**Run 1: cell area per tile**

The bar under the picture is 20 µm long. The die is cut into 10 by 10 equal tiles; black is low, pale yellow is high, 0 to 100% covered.
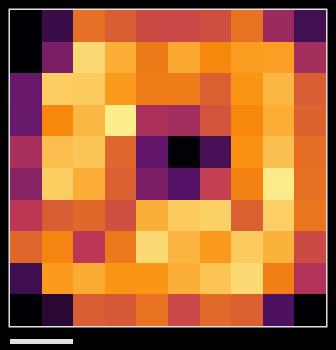
**Run 1: port wiring**

The bar under the picture is 20 µm long.
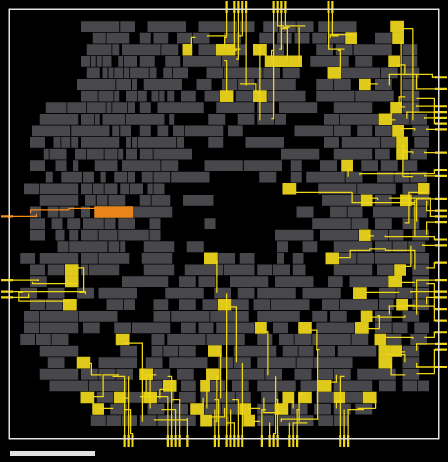
**Run 1: PDN straps and rails**

The bar under the picture is 20 µm long. Pins as bars on the die edge.
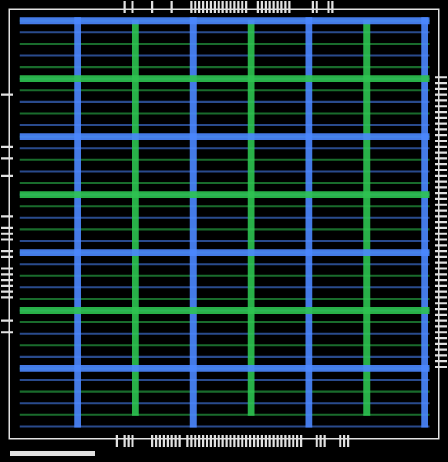
**Run 1: routing congestion**

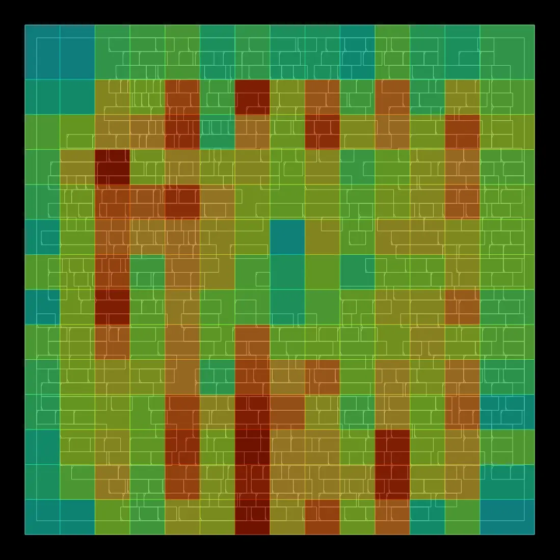
==> src/rtl/r16_pipe_ctrl_pkg.sv <==
// ---------------------------------------------------------------------------
// r16_pipe_ctrl_pkg
// Shared definitions for the radix-16 pipeline sequencer:
//   - state_e    : sequencer states (IDLE, ISSUE, DRAIN, DONE)
//   - P_WIDTH_DEFAULT, P_ZERO, P1_ZERO : datapath width default and zero words
//   - idxWidth() : index width helper that never returns zero
// Optional feature macro used by r16_pipe_ctrl: R16_CTRL_PERF_EN
//   (define it to add the perf_cyc / perf_stall counters).
// ---------------------------------------------------------------------------
package r16_pipe_ctrl_pkg;

  localparam int P_WIDTH_DEFAULT = 64;
  localparam logic [P_WIDTH_DEFAULT-1:0] P_ZERO  = '0;
  localparam logic [P_WIDTH_DEFAULT:0]   P1_ZERO = '0;

  typedef enum logic [1:0] {
    IDLE  = 2'd0,
    ISSUE = 2'd1,
    DRAIN = 2'd2,
    DONE  = 2'd3
  } state_e;

  // A one-entry range still needs a one-bit index so port widths stay legal
  function automatic int unsigned idxWidth(input int unsigned n);
    return (n > 1) ? $clog2(n) : 1;
  endfunction

endpackage

==> src/rtl/r16_valid_delay.sv <==
// ---------------------------------------------------------------------------
// r16_valid_delay
// DEPTH-deep 1-bit shift register that mirrors the datapath latency so the
// result-valid flag lines up with the data leaving the R16 pipe registers.
// It has no enable because the pipe registers it tracks have none.
// Ports:
//   clk_i   : clock, rising edge
//   rst_ni  : asynchronous active-low clear
//   valid_i : issue strobe entering the pipe
//   valid_o : strobe delayed by DEPTH cycles
// ---------------------------------------------------------------------------
module r16_valid_delay
  import r16_pipe_ctrl_pkg::*;
#(
  parameter int DEPTH = 4
) (
  input  logic clk_i,
  input  logic rst_ni,
  input  logic valid_i,
  output logic valid_o
);

  logic [DEPTH-1:0] sr_q;

  // Shift the issue strobe one stage per cycle; reset discards in-flight valids
  always_ff @(posedge clk_i or negedge rst_ni) begin
    if (!rst_ni) begin
      sr_q <= '0;
    end else begin
      sr_q[0] <= valid_i;
      for (int i = 1; i < DEPTH; i++) begin
        sr_q[i] <= sr_q[i-1];
      end
    end
  end

  assign valid_o = sr_q[DEPTH-1];

endmodule

==> src/rtl/r16_pipe_ctrl.sv <==
// ---------------------------------------------------------------------------
// r16_pipe_ctrl
// Sequencer for the radix-16 butterfly pipeline. On an accepted start it
// issues STG_NUM stages of 2^GRP_WIDTH butterfly groups, inserting a
// PIPE_DEPTH-cycle drain after each stage so results land before the next
// stage reads them, then pulses done for one cycle.
// Ports:
//   clk, rst_n      : clock (rising edge), asynchronous active-low reset
//   start           : transform request, accepted only in IDLE
//   inverse         : inverse flag, latched with an accepted start
//   ninv2_cfg       : N^-1/2 scaling word, latched with an accepted start
//   stall           : upstream not ready, suppresses issue in ISSUE only
//   busy            : high in ISSUE and DRAIN
//   issue_valid     : butterfly group issued this cycle
//   stage_idx       : current stage
//   grp_idx         : current group within the stage
//   Ninv2_out       : latched scaling word on final inverse-stage issues, else 0
//   out_valid       : issue_valid delayed PIPE_DEPTH cycles
//   done            : one-cycle completion pulse
//   perf_cyc        : busy-cycle counter     (only with R16_CTRL_PERF_EN)
//   perf_stall      : stalled-issue counter  (only with R16_CTRL_PERF_EN)
// Optional feature macro: R16_CTRL_PERF_EN
// ---------------------------------------------------------------------------
module r16_pipe_ctrl
  import r16_pipe_ctrl_pkg::*;
#(
  parameter int P_WIDTH    = P_WIDTH_DEFAULT,
  parameter int STG_NUM    = 3,
  parameter int GRP_WIDTH  = 8,
  parameter int PIPE_DEPTH = 4
) (
  input  logic                             clk,
  input  logic                             rst_n,
  input  logic                             start,
  input  logic                             inverse,
  input  logic [P_WIDTH:0]                 ninv2_cfg,
  input  logic                             stall,
  output logic                             busy,
  output logic                             issue_valid,
  output logic [idxWidth(STG_NUM)-1:0]     stage_idx,
  output logic [GRP_WIDTH-1:0]             grp_idx,
  output logic [P_WIDTH:0]                 Ninv2_out,
  output logic                             out_valid,
  output logic                             done
`ifdef R16_CTRL_PERF_EN
  ,
  output logic [31:0]                      perf_cyc,
  output logic [31:0]                      perf_stall
`endif
);

  localparam int SW = idxWidth(STG_NUM);
  localparam int DW = idxWidth(PIPE_DEPTH);
  localparam logic [SW-1:0]        LAST_STG = SW'(STG_NUM - 1);
  localparam logic [GRP_WIDTH-1:0] LAST_GRP = '1;
  localparam logic [DW-1:0]        LAST_DRN = DW'(PIPE_DEPTH - 1);

  state_e                 state_q, state_d;
  logic [GRP_WIDTH-1:0]   grp_q, grp_d;
  logic [SW-1:0]          stage_q, stage_d;
  logic [DW-1:0]          drn_q, drn_d;
  logic                   inv_q, inv_d;
  logic [P_WIDTH:0]       ninv_q, ninv_d;

  logic accept, issue, grpLast, drnLast, stgLast;

  assign accept  = (state_q == IDLE) && start;
  assign issue   = (state_q == ISSUE) && !stall;
  assign grpLast = (grp_q == LAST_GRP);
  assign drnLast = (drn_q == LAST_DRN);
  assign stgLast = (stage_q == LAST_STG);

  // State register
  always_ff @(posedge clk or negedge rst_n) begin
    if (!rst_n) begin
      state_q <= IDLE;
    end else begin
      state_q <= state_d;
    end
  end

  // Next-state logic: a stage ends on its last issue, the drain always runs
  always_comb begin
    state_d = state_q;
    unique case (state_q)
      IDLE:    if (start) state_d = ISSUE;
      ISSUE:   if (issue && grpLast) state_d = DRAIN;
      DRAIN:   if (drnLast) state_d = stgLast ? DONE : ISSUE;
      DONE:    state_d = IDLE;
      default: state_d = IDLE;
    endcase
  end

  // Outputs decoded from the current state; issue is the only stall-dependent term
  always_comb begin
    busy        = (state_q == ISSUE) || (state_q == DRAIN);
    done        = (state_q == DONE);
    issue_valid = issue;
    Ninv2_out   = (P_WIDTH + 1)'(P1_ZERO);
    if (issue && inv_q && stgLast) begin
      Ninv2_out = ninv_q;
    end
  end

  // Counter and latch registers
  always_ff @(posedge clk or negedge rst_n) begin
    if (!rst_n) begin
      grp_q   <= '0;
      stage_q <= '0;
      drn_q   <= '0;
      inv_q   <= 1'b0;
      ninv_q  <= (P_WIDTH + 1)'({1'b0, P_ZERO});
    end else begin
      grp_q   <= grp_d;
      stage_q <= stage_d;
      drn_q   <= drn_d;
      inv_q   <= inv_d;
      ninv_q  <= ninv_d;
    end
  end

  // Counter updates: grp wraps to 0 naturally after its last group, and the
  // stage index returns to 0 once the final drain completes
  always_comb begin
    grp_d   = grp_q;
    stage_d = stage_q;
    drn_d   = drn_q;
    inv_d   = inv_q;
    ninv_d  = ninv_q;
    unique case (state_q)
      IDLE: begin
        if (start) begin
          grp_d   = '0;
          stage_d = '0;
          drn_d   = '0;
          inv_d   = inverse;
          ninv_d  = ninv2_cfg;
        end
      end
      ISSUE: begin
        drn_d = '0;
        if (issue) grp_d = grp_q + 1'b1;
      end
      DRAIN: begin
        drn_d = drn_q + 1'b1;
        if (drnLast) begin
          drn_d   = '0;
          grp_d   = '0;
          stage_d = stgLast ? '0 : stage_q + 1'b1;
        end
      end
      default: ;
    endcase
  end

  assign stage_idx = stage_q;
  assign grp_idx   = grp_q;

  r16_valid_delay #(
    .DEPTH (PIPE_DEPTH)
  ) u_valid_delay (
    .clk_i   (clk),
    .rst_ni  (rst_n),
    .valid_i (issue),
    .valid_o (out_valid)
  );

`ifdef R16_CTRL_PERF_EN
  logic [31:0] cyc_q, cyc_d, stl_q, stl_d;

  // Performance counters: cleared on accepted start, saturating, hold when idle
  always_comb begin
    cyc_d = cyc_q;
    stl_d = stl_q;
    if (accept) begin
      cyc_d = '0;
      stl_d = '0;
    end else begin
      if (busy && (cyc_q != '1)) cyc_d = cyc_q + 1'b1;
      if ((state_q == ISSUE) && stall && (stl_q != '1)) stl_d = stl_q + 1'b1;
    end
  end

  always_ff @(posedge clk or negedge rst_n) begin
    if (!rst_n) begin
      cyc_q <= '0;
      stl_q <= '0;
    end else begin
      cyc_q <= cyc_d;
      stl_q <= stl_d;
    end
  end

  assign perf_cyc   = cyc_q;
  assign perf_stall = stl_q;
`else
  logic unusedAccept;
  assign unusedAccept = accept;
`endif

endmodule

==> config.mk <==
export PLATFORM = sky130hd
export DESIGN_NAME = r16_pipe_ctrl
export DESIGN_NICKNAME = d
export VERILOG_FILES = /design/src/rtl/r16_pipe_ctrl_pkg.sv /design/src/rtl/r16_valid_delay.sv /design/src/rtl/r16_pipe_ctrl.sv
export SDC_FILE = /design/constraint.sdc
export NUM_CORES = 1
export LEC_CHECK = 0
export CAP_MARGIN = 30
export CORE_MARGIN = 2
export CORE_UTILIZATION = 41
export CTS_BUF_LIST = sky130_fd_sc_hd__clkbuf_4
export DETAILED_ROUTE_END_ITERATION = 10
export HOLD_SLACK_MARGIN = 0.03
export PLACE_DENSITY = 0.9
export SLEW_MARGIN = 10
export SYNTH_ARGS = -nofsm -noshare
export SYNTH_HDL_FRONTEND = slang
export SYNTH_SLANG_ARGS = --single-unit
==> constraint.sdc <==
create_clock -name clk -period 1.95 [get_ports clk]
set_input_delay 0.2925 -clock clk [delete_from_list [all_inputs] [get_ports clk]]
set_output_delay 0.2925 -clock clk [all_outputs]
set_load 0.02 [all_outputs]
==> impl_metrics.csv, run 1 <==
group,metric,value,unit
critical_path,crit_path_max_incr_delay,0.42,ns
final_timing,worstMarginPinSlew,0.498,ns
synthesis,syn_area_per_cell,12.5,µm²
power,p_leak,2.91,nW
synthesis,fp_nets,382,
final_timing,fin_ws,-0.360,ns
routing,top_layer,"met4",
synthesis,ys_area,3810,µm²
final_layout,inv_count,2,
placed_design,dp.cells,569,
final_timing,fmax,0.433,GHz
power,power.group.top,"sequential cells",
status,violations,"negative setup slack",
critical_path,critPathLaunchType,"flip-flop",
clock_tree,cts_resized,414,
critical_path,critPathCaptureType,"output port",
clock_tree,cts-root-buf,"clkbuf_4",
synthesis,xor_area_share,0,%
power,p_clk_share,16.6,%
critical_path,r2r_slack,-0.12,ns
final_timing,slew_viol_final,0,
final_timing,setup_viol,73,
status,status,"complete, but fails checks",
routing,dr.pass1.iters,4,
final_layout,final-clk-cell-share,2.62,%
routing,drt-total-wl,10600,µm
final_layout,seq-cell-share,33.1,%
synthesis,synthCells,304,
global_route,grt_antenna_before_repair,0,
floorplanning,tap_cells,111,
placed_design,placed_cell_area,5660,µm²
Notes on 'cell area per tile' above:
- mean over tiles: 62%
- nearly empty tiles: 5.0%
- tiles over 75% full: 36%
- fullest tile: 96%

Notes on 'port wiring' above:
- orange: busy (bits 1; direction output; edge left; end cells 1; buffers 1; wire 22.9 µm)
- yellow: Ninv2_out (bits 65; direction output; edge 26 right, 25 bottom, 11 top, 3 left; end cells 65; buffers 65; wire 1130 µm)
Top Ports: 149
port bufs: 148

Notes on 'PDN straps and rails' above:
- blue: VSS
- green: VDD
- met1 rails: 36
- met4 straps: 7
- rows: 35
- met5 straps: 7
maximum VDD drop: 0.000719 V
Die Y: 100 µm
die width: 100 µm
core region area: 9150 µm²

Notes on 'routing congestion' above:
DR WL/cell: 17.4 µm
routing usage on met1: 24.4%
met3 Usage GRT: 3.76%
final core utilization: 69.4%

[run 1: logic make-up after synthesis]
kind of cell               count (synthesis)
DFF                                       84
and+or+nand+nor                          110
buffers and inverters                     18
adders and majority gates                  8
AOI/OAI and AO/OA                         17
muxes                                     67
[run 1: how the worst min path moves through the flow]
stage / startpoint / to / slack, ns / cells after the start
6_report: u_valid_delay.sr_q[2] / u_valid_delay.sr_q[3] / 0.35 / 0
5_1_grt: u_valid_delay.sr_q[2] / u_valid_delay.sr_q[3] / 0.36 / 0
4_1_cts: rst_n / drn_q[1] / 0.33 / 2
3_5_place_dp: rst_n / ninv_q[43] / 0.28 / 1
3_3_place_gp: rst_n / ninv_q[43] / 0.28 / 1
2_1_floorplan: rst_n / drn_q[0] / -0.003 / 0
[run 1: critical path, delay by kind of cell (launching register included)]
| kind | cells | cell delay (ns) |
|---|---|---|
| fa+ha+maj | 1 | 0.13 |
| flops | 1 | 0.42 |
| simple gates | 3 | 0.52 |
| buf+inv | 5 | 0.53 |
[run 1: cell usage after synthesis (2+ instances only)]
cell type   n
a211o_1     3
a31oi_1     2
and2_1     65
and3_1      3
buf_2       4
clkbuf_1   12
dfrtp_1    84
ha_1        8
inv_1       2
mux2_2     67
nand2_1    14
nand3_1     5
nand3b_1    2
nor2_1      7
nor2b_1     5
nor4b_1     2
o21ai_0     5
o221ai_1    2
[run 1: registers in the layout, indices dropped and copies added (netlist names)]
| name | cells |
|---|---|
| ninv_q | 65 |
| inv_q | 1 |
| u_valid_delay.sr_q | 4 |
| state_q | 2 |
| grp_idx | 8 |
| drn_q | 2 |
| stage_idx | 2 |
==> run 2, diff against run 1 <==
--- a/config.mk
+++ b/config.mk
@@ -5,10 +5,12 @@
 export SDC_FILE = /design/constraint.sdc
 export NUM_CORES = 1
 export LEC_CHECK = 0
+export ABC_AREA = 0
 export CAP_MARGIN = 30
 export CORE_MARGIN = 2
 export CORE_UTILIZATION = 41
 export CTS_BUF_LIST = sky130_fd_sc_hd__clkbuf_4
+export CTS_CLUSTER_SIZE = 16
 export DETAILED_ROUTE_END_ITERATION = 10
 export HOLD_SLACK_MARGIN = 0.03
 export PLACE_DENSITY = 0.9
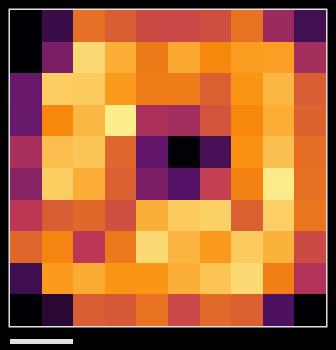
**Above:** run 2 (cell area per tile).
The bar under the picture is 20 µm long. The die is cut into 10 by 10 equal tiles; black is low, pale yellow is high, 0 to 100% covered.
- tiles over 75% full: 36%
- mean over tiles: 62%
- fullest tile: 96%
- nearly empty tiles: 5.0%

==> impl_metrics.csv, run 2 <==
group,metric,value,unit
final_layout,final-clk-cell-share,2.62,%
status,status,"complete, but fails checks",
final_timing,setup_viol,73,
worst_hold_path,holdPathEnd,"u_valid_delay.sr_q[3]",
floorplanning,io_pins,149,
worst_hold_path,hold_path_depth,0,
synthesis,fp_nets,382,
critical_path,crit_buf_inv,5,
final_layout,largest_reg_flops,65,
placed_design,io_buffers,148,
critical_path,r2r_slack,-0.12,ns
power,p_leak,2.91,nW
worst_hold_path,min_from,"u_valid_delay.sr_q[2]",
final_layout,largest_register,"ninv_q",
critical_path,critPathLaunchType,"flip-flop",
routing,route.detailed.wl_per_inst,17.4,µm
global_route,grt_antenna_before_repair,0,
floorplanning,core,9150,µm²
final_timing,slew_viol_final,0,
placed_design,dp.cells,569,
floorplanning,die_h,100,µm
synthesis,xor_area_share,0,%
floorplanning,die_w,100,µm
final_layout,seq-cell-share,33.1,%
synthesis,synth_top_cell_by_count,"dfrtp_1",
status,violations,"negative setup slack",
final_timing,fin_ws,-0.360,ns
synthesis,yosys-top-cells-count,"84 x dfrtp_1, 67 x mux2_2, 65 x and2_1",
-- run 2: layer usage --
| layer | global-route usage, % | up-vias |
|---|---|---|
| li1 | - | 1423 |
| met3 | 3.76 | 19 |
| met5 | 0 | - |
| met1 | 24.4 | 1493 |
| met4 | 7.17 | 0 |
| met2 | 33.2 | 106 |
-- run 2: repair_timing --
item | CTS | global route
resized | 414 | 48
pin swaps | 6 | 17
hold endpoints to repair | 34 | 0
setup endpoints to repair | 70 | 129
gates cloned | 3 | 4
hold buffers | 1 | 0
buffers inserted | 12 | 4
-- run 2: kinds of logic (layout without fill, tap and decap cells) --
family                     after synthesis  after routing
buffers and inverters                   18            210
AOI/OAI and AO/OA                       17             17
muxes                                   67             67
and+or+nand+nor                        110            110
adders and majority gates                8              8
DFF                                     84             84
-- run 2: report_power, final --
group / internal (mW) / switching (mW)
combinational: 1.64 / 1.20
sequential: 2.55 / 0.442
clock: 0.529 / 0.634
total: 4.72 / 2.27
-- run 2: through the flow --
step | utilization, % | hold WS, ns | area (µm²)
after floorplan | - | -0.00309 | 3890
after global placement | 61.8 | 0.276 | 5660
after detailed placement | 61.8 | 0.280 | 5660
after CTS | 67.3 | 0.328 | 6160
after global routing | 69.4 | 0.361 | 6360
final | 69.4 | 0.350 | 6360
-- run 2: how the worst max path moves through the flow --
| stage | start | to | slack [ns] |
|---|---|---|---|
| 2_1_floorplan | state_q[1] | Ninv2_out[14] | -0.008 |
| 3_3_place_gp | stall | Ninv2_out[4] | -0.42 |
| 3_5_place_dp | stall | Ninv2_out[0] | -0.45 |
| 6_report | state_q[1] | Ninv2_out[49] | -0.36 |
| 4_1_cts | state_q[0] | Ninv2_out[52] | -0.42 |
| 5_1_grt | state_q[1] | Ninv2_out[49] | -0.44 |
Power is estimated from default activity; no workload was simulated.
